===== config.mk =====
export PLATFORM = sky130hd
export DESIGN_NAME = mem_port_arbiter_flat
export DESIGN_NICKNAME = d
export VERILOG_FILES = /design/src/rtl/mem_port_arbiter_pkg.sv /design/src/rtl/mem_port_arbiter_if.sv /design/src/rtl/mem_port_arbiter_stat.sv /design/src/rtl/mem_port_arbiter.sv /design/src/flat_wrapper.sv
export SDC_FILE = /design/constraint.sdc
export NUM_CORES = 1
export LEC_CHECK = 0
export ABC_CLOCK_PERIOD_IN_PS = 1800
export CAP_MARGIN = 20
export CORE_ASPECT_RATIO = 0.7
export CORE_MARGIN = 3
export CORE_UTILIZATION = 30
export CTS_BUF_LIST = sky130_fd_sc_hd__clkbuf_16
export DETAILED_ROUTE_END_ITERATION = 12
export DONT_BUFFER_PORTS = 1
export GPL_TIMING_DRIVEN = 0
export SLEW_MARGIN = 20
export SYNTH_ARGS = -nofsm -noshare
export SYNTH_HDL_FRONTEND = slang
export SYNTH_SLANG_ARGS = --single-unit

===== constraint.sdc =====
create_clock -name clk -period 1.8 [get_ports clk]
set_input_delay 0.54 -clock clk [delete_from_list [all_inputs] [get_ports clk]]
set_output_delay 0.54 -clock clk [all_outputs]
set_load 0.01 [all_outputs]

===== src/rtl/mem_port_arbiter_pkg.sv =====
// Shared definitions for the instruction/data memory port arbiter: state
// encoding, default bus widths and the saturating-increment helper.
package mem_port_arbiter_pkg;

  localparam int unsigned MEM_ARB_ADDR_W = 32;
  localparam int unsigned MEM_ARB_DATA_W = 32;

  typedef enum logic [1:0] {
    ARB_IDLE = 2'd0,
    ARB_DATA = 2'd1,
    ARB_INST = 2'd2
  } arb_state_t;

  function automatic logic [31:0] sat_inc(input logic [31:0] v);
    return (v == '1) ? v : v + 32'd1;
  endfunction

endpackage


===== src/rtl/mem_port_arbiter_if.sv =====
// Core-side and RAM-side signals of the memory port arbiter. The arbiter
// connects through the slave modport; the environment uses master.
interface mem_port_arbiter_if
  import mem_port_arbiter_pkg::*;
#(
  parameter int unsigned ADDR_W = MEM_ARB_ADDR_W,
  parameter int unsigned DATA_W = MEM_ARB_DATA_W
);
  logic              inst_ren;
  logic [ADDR_W-1:0] inst_addr;
  logic [DATA_W-1:0] inst_data;
  logic              mem_ren;
  logic              mem_wen;
  logic [ADDR_W-1:0] mem_addr;
  logic [DATA_W-1:0] mem_dout;
  logic [DATA_W-1:0] mem_din;
  logic              stall;
  logic              ram_req;
  logic              ram_we;
  logic [ADDR_W-1:0] ram_addr;
  logic [DATA_W-1:0] ram_wdata;
  logic              ram_ack;
  logic [DATA_W-1:0] ram_rdata;

  modport slave (
    input  inst_ren, inst_addr, mem_ren, mem_wen, mem_addr, mem_dout,
           ram_ack, ram_rdata,
    output inst_data, mem_din, stall, ram_req, ram_we, ram_addr, ram_wdata
  );

  modport master (
    output inst_ren, inst_addr, mem_ren, mem_wen, mem_addr, mem_dout,
           ram_ack, ram_rdata,
    input  inst_data, mem_din, stall, ram_req, ram_we, ram_addr, ram_wdata
  );
endinterface


===== src/rtl/mem_port_arbiter_stat.sv =====
// Optional saturating statistics counters for the memory port arbiter;
// instantiated by the top only when MEM_ARB_STAT_EN is defined.
module mem_arb_stat
  import mem_port_arbiter_pkg::*;
(
  input  logic        clk,
  input  logic        rst,
  input  logic        stall,
  input  logic        conflict,
  output logic [31:0] stat_stall_cycles,
  output logic [31:0] stat_conflicts
);

  always_ff @(posedge clk or negedge rst) begin
    if (!rst) begin
      stat_stall_cycles <= '0;
      stat_conflicts    <= '0;
    end else begin
      if (stall)    stat_stall_cycles <= sat_inc(stat_stall_cycles);
      if (conflict) stat_conflicts    <= sat_inc(stat_conflicts);
    end
  end

endmodule


===== src/rtl/mem_port_arbiter.sv =====
// Shares one external RAM port between instruction fetch and data access,
// data first, stalling the pipeline until all current requests complete.
// MEM_ARB_STAT_EN adds stall/conflict statistics outputs.
module mem_port_arbiter
  import mem_port_arbiter_pkg::*;
#(
  parameter int unsigned ADDR_W = MEM_ARB_ADDR_W,
  parameter int unsigned DATA_W = MEM_ARB_DATA_W
)(
  input  logic                clk,
  input  logic                rst,
  mem_port_arbiter_if.slave   bus
`ifdef MEM_ARB_STAT_EN
  ,
  output logic [31:0]         stat_stall_cycles,
  output logic [31:0]         stat_conflicts
`endif
);

  arb_state_t        state_q, state_d;
  logic              data_done_q, inst_done_q;
  logic              data_open, inst_open, stall_c;
  logic [DATA_W-1:0] inst_data_q, mem_din_q;
  logic              ram_req_c, ram_we_c;
  logic [ADDR_W-1:0] ram_addr_c;
  logic [DATA_W-1:0] ram_wdata_c;

  // A request is open until its done flag is set for this core cycle.
  assign data_open = (bus.mem_ren | bus.mem_wen) & ~data_done_q;
  assign inst_open = bus.inst_ren & ~inst_done_q;
  assign stall_c   = data_open | inst_open;

  assign bus.stall     = stall_c;
  assign bus.inst_data = inst_data_q;
  assign bus.mem_din   = mem_din_q;
  assign bus.ram_req   = ram_req_c;
  assign bus.ram_we    = ram_we_c;
  assign bus.ram_addr  = ram_addr_c;
  assign bus.ram_wdata = ram_wdata_c;

  always_ff @(posedge clk or negedge rst) begin
    if (!rst) state_q <= ARB_IDLE;
    else      state_q <= state_d;
  end

  always_comb begin
    state_d = state_q;
    case (state_q)
      ARB_IDLE: begin
        if (data_open)      state_d = ARB_DATA;
        else if (inst_open) state_d = ARB_INST;
      end
      ARB_DATA: if (bus.ram_ack) state_d = inst_open ? ARB_INST : ARB_IDLE;
      ARB_INST: if (bus.ram_ack) state_d = ARB_IDLE;
      default:  state_d = ARB_IDLE;
    endcase
  end

  always_comb begin
    ram_req_c   = 1'b0;
    ram_we_c    = 1'b0;
    ram_addr_c  = '0;
    ram_wdata_c = '0;
    case (state_q)
      ARB_DATA: begin
        ram_req_c   = 1'b1;
        ram_we_c    = bus.mem_wen;
        ram_addr_c  = bus.mem_addr;
        ram_wdata_c = bus.mem_dout;
      end
      ARB_INST: begin
        ram_req_c  = 1'b1;
        ram_addr_c = bus.inst_addr;
      end
      default: ;
    endcase
  end

  // Done flags live for one core cycle: they clear whenever the pipeline advances.
  always_ff @(posedge clk or negedge rst) begin
    if (!rst) begin
      data_done_q <= 1'b0;
      inst_done_q <= 1'b0;
      inst_data_q <= '0;
      mem_din_q   <= '0;
    end else begin
      if (!stall_c) begin
        data_done_q <= 1'b0;
        inst_done_q <= 1'b0;
      end else if (bus.ram_ack) begin
        if (state_q == ARB_DATA) data_done_q <= 1'b1;
        if (state_q == ARB_INST) inst_done_q <= 1'b1;
      end
      if (bus.ram_ack && state_q == ARB_DATA && bus.mem_ren && !bus.mem_wen)
        mem_din_q <= bus.ram_rdata;
      if (bus.ram_ack && state_q == ARB_INST)
        inst_data_q <= bus.ram_rdata;
    end
  end

`ifdef MEM_ARB_STAT_EN
  logic conflict_c;
  assign conflict_c = (state_q == ARB_IDLE) & data_open & inst_open;

  mem_arb_stat u_stat (
    .clk               (clk),
    .rst               (rst),
    .stall             (stall_c),
    .conflict          (conflict_c),
    .stat_stall_cycles (stat_stall_cycles),
    .stat_conflicts    (stat_conflicts)
  );
`endif

endmodule


===== src/flat_wrapper.sv =====
// flat-port wrapper written by rule: the top's interface ports become plain ports
module mem_port_arbiter_flat import mem_port_arbiter_pkg::*;
#(
  parameter int unsigned ADDR_W = MEM_ARB_ADDR_W,
  parameter int unsigned DATA_W = MEM_ARB_DATA_W
)
  (clk, rst, bus_inst_ren, bus_inst_addr, bus_mem_ren, bus_mem_wen, bus_mem_addr, bus_mem_dout, bus_ram_ack, bus_ram_rdata, bus_inst_data, bus_mem_din, bus_stall, bus_ram_req, bus_ram_we, bus_ram_addr, bus_ram_wdata);
  mem_port_arbiter_if #(.ADDR_W(ADDR_W), .DATA_W(DATA_W)) bus_i ();
  input  logic clk;
  input  logic rst;
  input wire logic [$bits(bus_i.inst_ren)-1:0] bus_inst_ren;
  input wire logic [$bits(bus_i.inst_addr)-1:0] bus_inst_addr;
  input wire logic [$bits(bus_i.mem_ren)-1:0] bus_mem_ren;
  input wire logic [$bits(bus_i.mem_wen)-1:0] bus_mem_wen;
  input wire logic [$bits(bus_i.mem_addr)-1:0] bus_mem_addr;
  input wire logic [$bits(bus_i.mem_dout)-1:0] bus_mem_dout;
  input wire logic [$bits(bus_i.ram_ack)-1:0] bus_ram_ack;
  input wire logic [$bits(bus_i.ram_rdata)-1:0] bus_ram_rdata;
  output wire logic [$bits(bus_i.inst_data)-1:0] bus_inst_data;
  output wire logic [$bits(bus_i.mem_din)-1:0] bus_mem_din;
  output wire logic [$bits(bus_i.stall)-1:0] bus_stall;
  output wire logic [$bits(bus_i.ram_req)-1:0] bus_ram_req;
  output wire logic [$bits(bus_i.ram_we)-1:0] bus_ram_we;
  output wire logic [$bits(bus_i.ram_addr)-1:0] bus_ram_addr;
  output wire logic [$bits(bus_i.ram_wdata)-1:0] bus_ram_wdata;
  assign bus_i.inst_ren = bus_inst_ren;
  assign bus_i.inst_addr = bus_inst_addr;
  assign bus_i.mem_ren = bus_mem_ren;
  assign bus_i.mem_wen = bus_mem_wen;
  assign bus_i.mem_addr = bus_mem_addr;
  assign bus_i.mem_dout = bus_mem_dout;
  assign bus_i.ram_ack = bus_ram_ack;
  assign bus_i.ram_rdata = bus_ram_rdata;
  assign bus_inst_data = bus_i.inst_data;
  assign bus_mem_din = bus_i.mem_din;
  assign bus_stall = bus_i.stall;
  assign bus_ram_req = bus_i.ram_req;
  assign bus_ram_we = bus_i.ram_we;
  assign bus_ram_addr = bus_i.ram_addr;
  assign bus_ram_wdata = bus_i.ram_wdata;
  mem_port_arbiter #(.ADDR_W(ADDR_W), .DATA_W(DATA_W)) u_core (.clk(clk), .rst(rst), .bus(bus_i));
endmodule

run_1/drive_strength.png
Scale: 4 px per um.
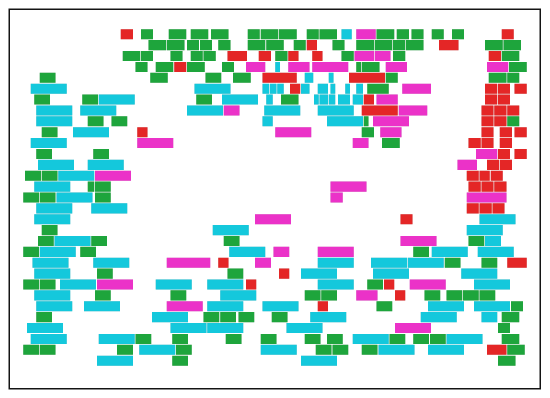
legend:
  drive 2:
    color: green
    cells: 125
    share: 41%
  drive 6 and up:
    color: magenta
    cells: 34
    share: 11%
  drive 3 to 4:
    color: red
    cells: 54
    share: 18%
  drive 1 or less:
    color: cyan
    cells: 89
    share: 29%
synthesis-to-finish area growth: 35.5%
design area: 4550 um2
setup ws final: -0.337 ns

run_1/gate_families.png
Scale: 4 px per um.
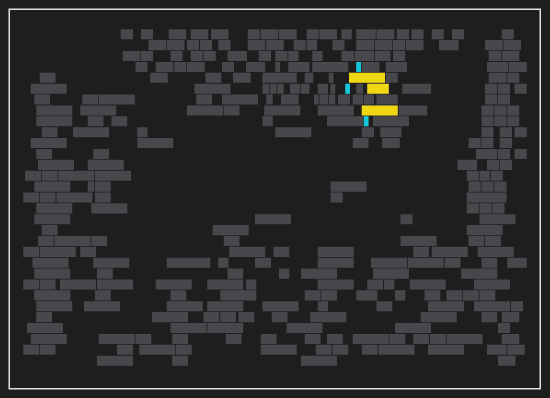
legend:
  adder and majority cells:
    color: yellow
    cells: 3
    most_used: ha_4
  inverters:
    color: cyan
    cells: 3
    most_used: inv_2
combinational share of cell area: 0.416
post-route non-filler standard cell count: 450

run_1/met2.png
Scale: 2 px per um.
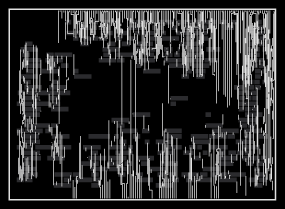
main direction: vertical
nets with wire on the layer: 411
wire length on this layer: 5,820 um
share of all routed wire: 52%
wirelength, routed: 11,200 um
Via Count: 2,322

==> results.toml, run 1 <==
# synthesis and place-and-route metrics
[timing]
max_slew_margin = 0.753
worst_pin_slew_ns = 0.369
hold_viol_final = 68
hold_ws_ns = -0.0955
finalSetupViolations = 97
finalMaxSlewViolations = 0
layout_setup_ws_ns = -0.337
period_used_share = 1.19

[yosys]
ys_types = 21
ys.flops = 68
synth_chip_area_um2 = 3350
ys_warn_count = 0
ys_cells = 274
syn_avg_cell_area_um2 = 12.2

[floorplan]
fp_util = 0.316
rows = 31
die_x_um = 132
fp.dieH_um = 94.5
die_area_um2 = 12500

[status]
violations = "negative hold slack, negative setup slack"
status = "complete, but fails checks"

[cts]
clock-sinks = 68
cts_buffers = 9
clk_latency_ns = 0.32
cts_tree = "built"
cts.path.max_buffers = 2

[worst_setup_path]
startpoint = "u_core.state_q[1]"
crit_chain = "inv_2 > ha_2 > buf_12 > buf_8 > clkbuf_8 > and2_4"

[pwr]
peakVddDrop_mv = 0.805

[finish]
drive_gt1_frac = 0.705
layout_top_cells = "dfrtp_1 (68), mux2_2 (62), and2_4 (33), a22oi_2 (31), nor2b_2 (28)"
lay_top_count = "dfrtp_1"

[detailed_routing]
drt_iter0_markers = 65
ant_nets = 0
remaining_drc_errors = 0

[global_route]
track_usage = 0.167
grt_pass1_vias = 2508

[place]
place_area_um2 = 3550
globalplace.congestion = 0.868

[min_path]
hold_class = "in2async"
==> run 1: cell families (layout without fill, tap and decap cells) <==
kind of cell	after synthesis	in the layout	share of synthesized area
AOI/OAI and AO/OA	41	41	0.0877
adders and majority gates	3	3	0.0112
buffers and inverters	24	52	0.0384
DFF	68	68	0.507
muxes	64	64	0.215
and+or+nand+nor	74	74	0.141
==> run 1: timing repair <==
item / in CTS / in global routing
buffers inserted: 5 / 2
setup endpoints to repair: 68 / 108
resized: 148 / 21
pin swaps: 6 / 4
hold endpoints to repair: 68 / 68
gates cloned: 4 / 1
==> run 1: routing by layer <==
layer  part of all wire  global-route usage  up-vias
met5                  0                   0        -
met4              0.018              0.0554        0
met3               0.11              0.0847       15
met2               0.52               0.287      138
met1               0.35               0.182     1161
li1                   -                   -     1008
==> run 1: worst reg2reg max path, delay by kind of cell (launching register included) <==
family	cells	cell delay (ns)
AND/OR/NAND/NOR	1	0.18
flip-flops	1	0.40
multiplexers	1	0.30
adder cells (fa/ha/maj)	1	0.19
buffers and inverters	5	0.68
==> run 1: through the flow <==
step	utilization	TNS [ns]	worst slack, ns	power (mW)
6_report	0.428	-22.12	-0.337	8.84
3_3_place_gp	0.334	-12.59	-0.288	5.68
3_5_place_dp	0.334	-14.48	-0.295	5.80
4_1_cts	0.417	-22.96	-0.347	8.75
5_1_grt	0.428	-29.35	-0.409	9.35
2_1_floorplan	-	-0.722	-0.0352	5.11
==> run 1: cell type report <==
| type | count | area, um2 |
|---|---|---|
| Fill cell | 992 | 6080 |
| Multi-Input combinational cell | 182 | 1890 |
| Sequential cell | 68 | 1700 |
| Buffer | 21 | 312 |
| Clock buffer | 9 | 225 |
| Tap cell | 148 | 185 |
| Timing Repair Buffer | 12 | 148 |
| Clock inverter | 7 | 75.1 |
| Inverter | 3 | 11.3 |
==> run 1: power by group <==
group          switching, mW  internal (mW)  leakage [nW]
clock                  0.656           1.07         0.138
sequential             0.920           2.30         0.823
combinational           1.71           2.18         0.905
==> run 1: synth_stat cells (all sizes together) <==
| master | number | area, um2 |
|---|---|---|
| a21oi | 5 | 25.0 |
| a22oi | 32 | 240 |
| a31oi | 1 | 6.26 |
| and2 | 33 | 206 |
| buf | 10 | 76.3 |
| clkbuf | 11 | 41.3 |
| dfrtp | 68 | 1700 |
| ha | 3 | 37.5 |
| inv | 3 | 11.3 |
| mux2 | 64 | 721 |
| nand2 | 4 | 15.0 |
| nand2b | 1 | 6.26 |
| nand3 | 1 | 5.00 |
| nand4b | 1 | 23.8 |
| nor2b | 33 | 206 |
| o211ai | 1 | 7.51 |
| o21bai | 2 | 15.0 |
| or3b | 1 | 8.76 |
==> run 1: path summary, 6_finish.rpt <==
path | depth (start not counted) | to
worst max-delay path | 6 | bus_ram_wdata[21]
worst min-delay path | 0 | u_core.bus.inst_data[22]
worst max register to register | 8 | u_core.bus.mem_din[6]
worst min register to register | 2 | u_core.data_done_q
max in group asynchronous | 0 | u_core.bus.mem_din[2]
min in group clk | 1 | u_core.bus.mem_din[5]
==> run 1: state kept, by name, summed over array words and instances (netlist names) <==
signal                flops
u_core.bus.inst_data     32
u_core.bus.mem_din       32
u_core.data_done_q        1
u_core.inst_done_q        1
u_core.state_q            2
## Run 2: what changed since run 1
--- a/config.mk
+++ b/config.mk
@@ -14,6 +14,7 @@
 export DETAILED_ROUTE_END_ITERATION = 12
 export DONT_BUFFER_PORTS = 1
 export GPL_TIMING_DRIVEN = 0
+export RECOVER_POWER = 100
 export SLEW_MARGIN = 20
 export SYNTH_ARGS = -nofsm -noshare
 export SYNTH_HDL_FRONTEND = slang
run_2/met3.png
Scale: 2 px per um.
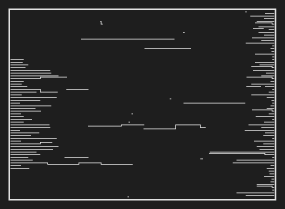
nets with wire on the layer: 117
wire length on this layer: 1,270 um
met3 Track Usage GR: 0.0847

run_2/met2.png
Scale: 2 px per um.
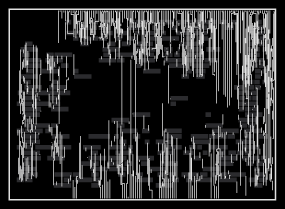
longest straight run: 62.2 um
nets with wire on the layer: 411
wire length on this layer: 5,820 um
met2 usage: 0.287

==> run 2 against run 1 <==
  * The flow still finishes with violations (negative hold slack, negative setup slack)
  * Synthesized area did not move
  * Largest power group unchanged
  * Sequential power barely moved
  * Register-to-register slack is essentially flat
  * Synthesized cell count is the same
  * Fmax stayed put
  * Highest routed layer unchanged
  * Cell count unchanged
  * Clock skew did not move
  * Utilization unchanged
  * Non-clock buffer count is the same
==> results.toml, run 2 <==
# synthesis and place-and-route metrics
[yosys]
ys_warn_count = 0
syn_avg_cell_area_um2 = 12.2
most_common_cell = "dfrtp_1"
yosys.area.top_type = "dfrtp_1"
ys_cells = 274
synth_seq_share = 0.507
synth_chip_area_um2 = 3350
synth-async-reset-ratio = 1.00
synth_area_um2 = 3350
ff_type = "dfrtp_1"
yosys-top-cells-count = "dfrtp_1 (68), mux2_2 (62), and2_1 (33), nor2b_1 (33), a22oi_1 (32)"
ys.flops = 68
synth.area.top_cells = "dfrtp_1 (51%), mux2_2 (21%), a22oi_1 (7.2%), and2_1 (6.2%), nor2b_1 (6.2%)"
synth_cells = 274
ys_types = 21
top_cell_area_share = 0.507
edf_count = 0

[global_route]
track_usage = 0.167
grt_max_degree = 69
antenna_found_initial = 0
grt_overflow = 0
grt_pass1_vias = 2508

[timing]
worst_pin_slew_ns = 0.369
min_period_ns = 2.14
max_slew_margin = 0.753
hold_ws_ns = -0.0955
finalSetupViolations = 97
finalMaxSlewViolations = 0
tns_ns = -22.12
fin_skew_ns = 0.00307
hold_viol_final = 68
layout_setup_ws_ns = -0.337
rsz0062_at_grt = "yes"
period_used_share = 1.19

[detailed_routing]
drt_pass1_iterations = 4
wl_per_cell_um = 24.9
totalWireLength_um = 11200
ant_nets = 0
drt_iter0_markers = 65
remaining_drc_errors = 0
num_vias = 2322

[place]
globalplace.congestion = 0.868
dp_hpwl_um = 8210
place_area_um2 = 3550
portBuffers = 0
dp_slack_ns = -0.295

[cts]
clk_latency_ns = 0.32
cts.path.max_buffers = 2
cts_max_level = 3
cts_buffers = 9
cts_tree = "built"
cts.clk_slew.worst_paths_ns = 0.06
clock-sinks = 68

[floorplan]
fp.dieH_um = 94.5
rows = 31
boundaryPins = 265
core_region_area_um2 = 10600
die_x_um = 132
fp_util = 0.316
die_area_um2 = 12500

[pwr]
p_total_mw = 8.84
p_per_area_nw_per_um2 = 1940
peakVddDrop_mv = 0.805

[finish]
drive_gt1_frac = 0.705
layout_top_cells = "dfrtp_1 (68), mux2_2 (62), and2_4 (33), a22oi_2 (31), nor2b_2 (28)"
fin_area_um2 = 4550
synthToLayoutAreaGrowth_pct = 35.5
final_util = 0.428

[min_path]
hold_class = "in2async"

[status]
violations = "negative hold slack, negative setup slack"
status = "complete, but fails checks"

[worst_setup_path]
crit_fanout = 7
cp-start-kind = "register"

[flow_run]
maxCapViolCount = 0
run_2/gate_families.png
Scale: 4 px per um.
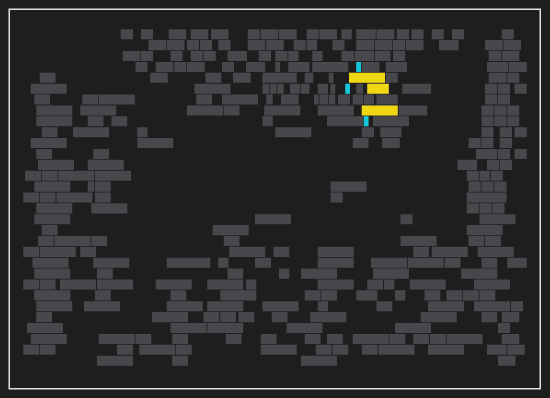
legend:
  adder and majority cells:
    color: yellow
    cells: 3
    most_used: ha_4
  inverters:
    color: cyan
    cells: 3
    most_used: inv_2
highest-count logic cell in the final layout: dfrtp_1

[run 2: worst paths after layout]
| path | cells after the start | to | slack [ns] | start |
|---|---|---|---|---|
| max | 6 | bus_ram_wdata[21] | -0.34 | u_core.state_q[1] |
| min | 0 | u_core.bus.inst_data[22] | -0.1 | rst |
| max reg2reg | 8 | u_core.bus.mem_din[6] | -0.08 | u_core.state_q[1] |
| min reg2reg | 2 | u_core.data_done_q | 0.54 | u_core.data_done_q |
| max in group asynchronous | 0 | u_core.bus.mem_din[2] | 1.80 | rst |
| min in group clk | 1 | u_core.bus.mem_din[5] | 0.35 | bus_ram_rdata[5] |
[run 2: logic make-up after synthesis]
kind of cell             share of synthesized area
multiplexers                                 0.215
AND-OR/OR-AND                               0.0877
flip-flops                                   0.507
adder cells (fa/ha/maj)                     0.0112
AND/OR/NAND/NOR                              0.141
buffers and inverters                       0.0384
[run 2: layout make-up]
cell class              count  area, um2
clock buffers               9        225
fillers                   992       6080
inverters                   3       11.3
plain buffers              21        312
repair buffers             12        148
flip-flops and latches     68       1700
clock inverters             7       75.1
well taps                 148        185
multi-input cells         182       1890
[run 2: repair_timing]
action                                  in CTS  in global routing
hold endpoints to repair                    68                 68
setup buffers                                5                  2
endpoints found under the setup margin      68                108
gates resized                              148                 21
pin swaps                                    6                  4
gates cloned                                 4                  1
[run 2: worst max-delay path, cell delays in order, from the launching register on]
cell and delay, ns:
dfrtp_1 0.40, inv_2 0.09, ha_2 0.19, buf_12 0.15, buf_8 0.14, clkbuf_8 0.14
and2_4 0.16
[run 2: layer usage]
| metal | GRT usage | up-vias | part of all wire |
|---|---|---|---|
| li1 | - | 1008 | - |
| met1 | 0.182 | 1161 | 0.35 |
| met2 | 0.287 | 138 | 0.52 |
| met3 | 0.0847 | 15 | 0.11 |
| met4 | 0.0554 | 0 | 0.018 |
| met5 | 0 | - | 0 |
[run 2: through the flow]
stage / instances / hold WS (ns)
after floorplan: 274 / 0.244
after global routing: 450 / -0.126
after detailed placement: 422 / 0.246
after CTS: 447 / -0.113
after global placement: 422 / 0.246
final: 450 / -0.0955
[run 2: where the power goes]
group / switching [mW] / internal (mW) / leakage [nW]
clock network: 0.656 / 1.07 / 0.138
logic: 1.71 / 2.18 / 0.905
registers: 0.920 / 2.30 / 0.823
total: 3.29 / 5.56 / 1.87
No activity file was given, so power comes from the tool's default toggle rates.
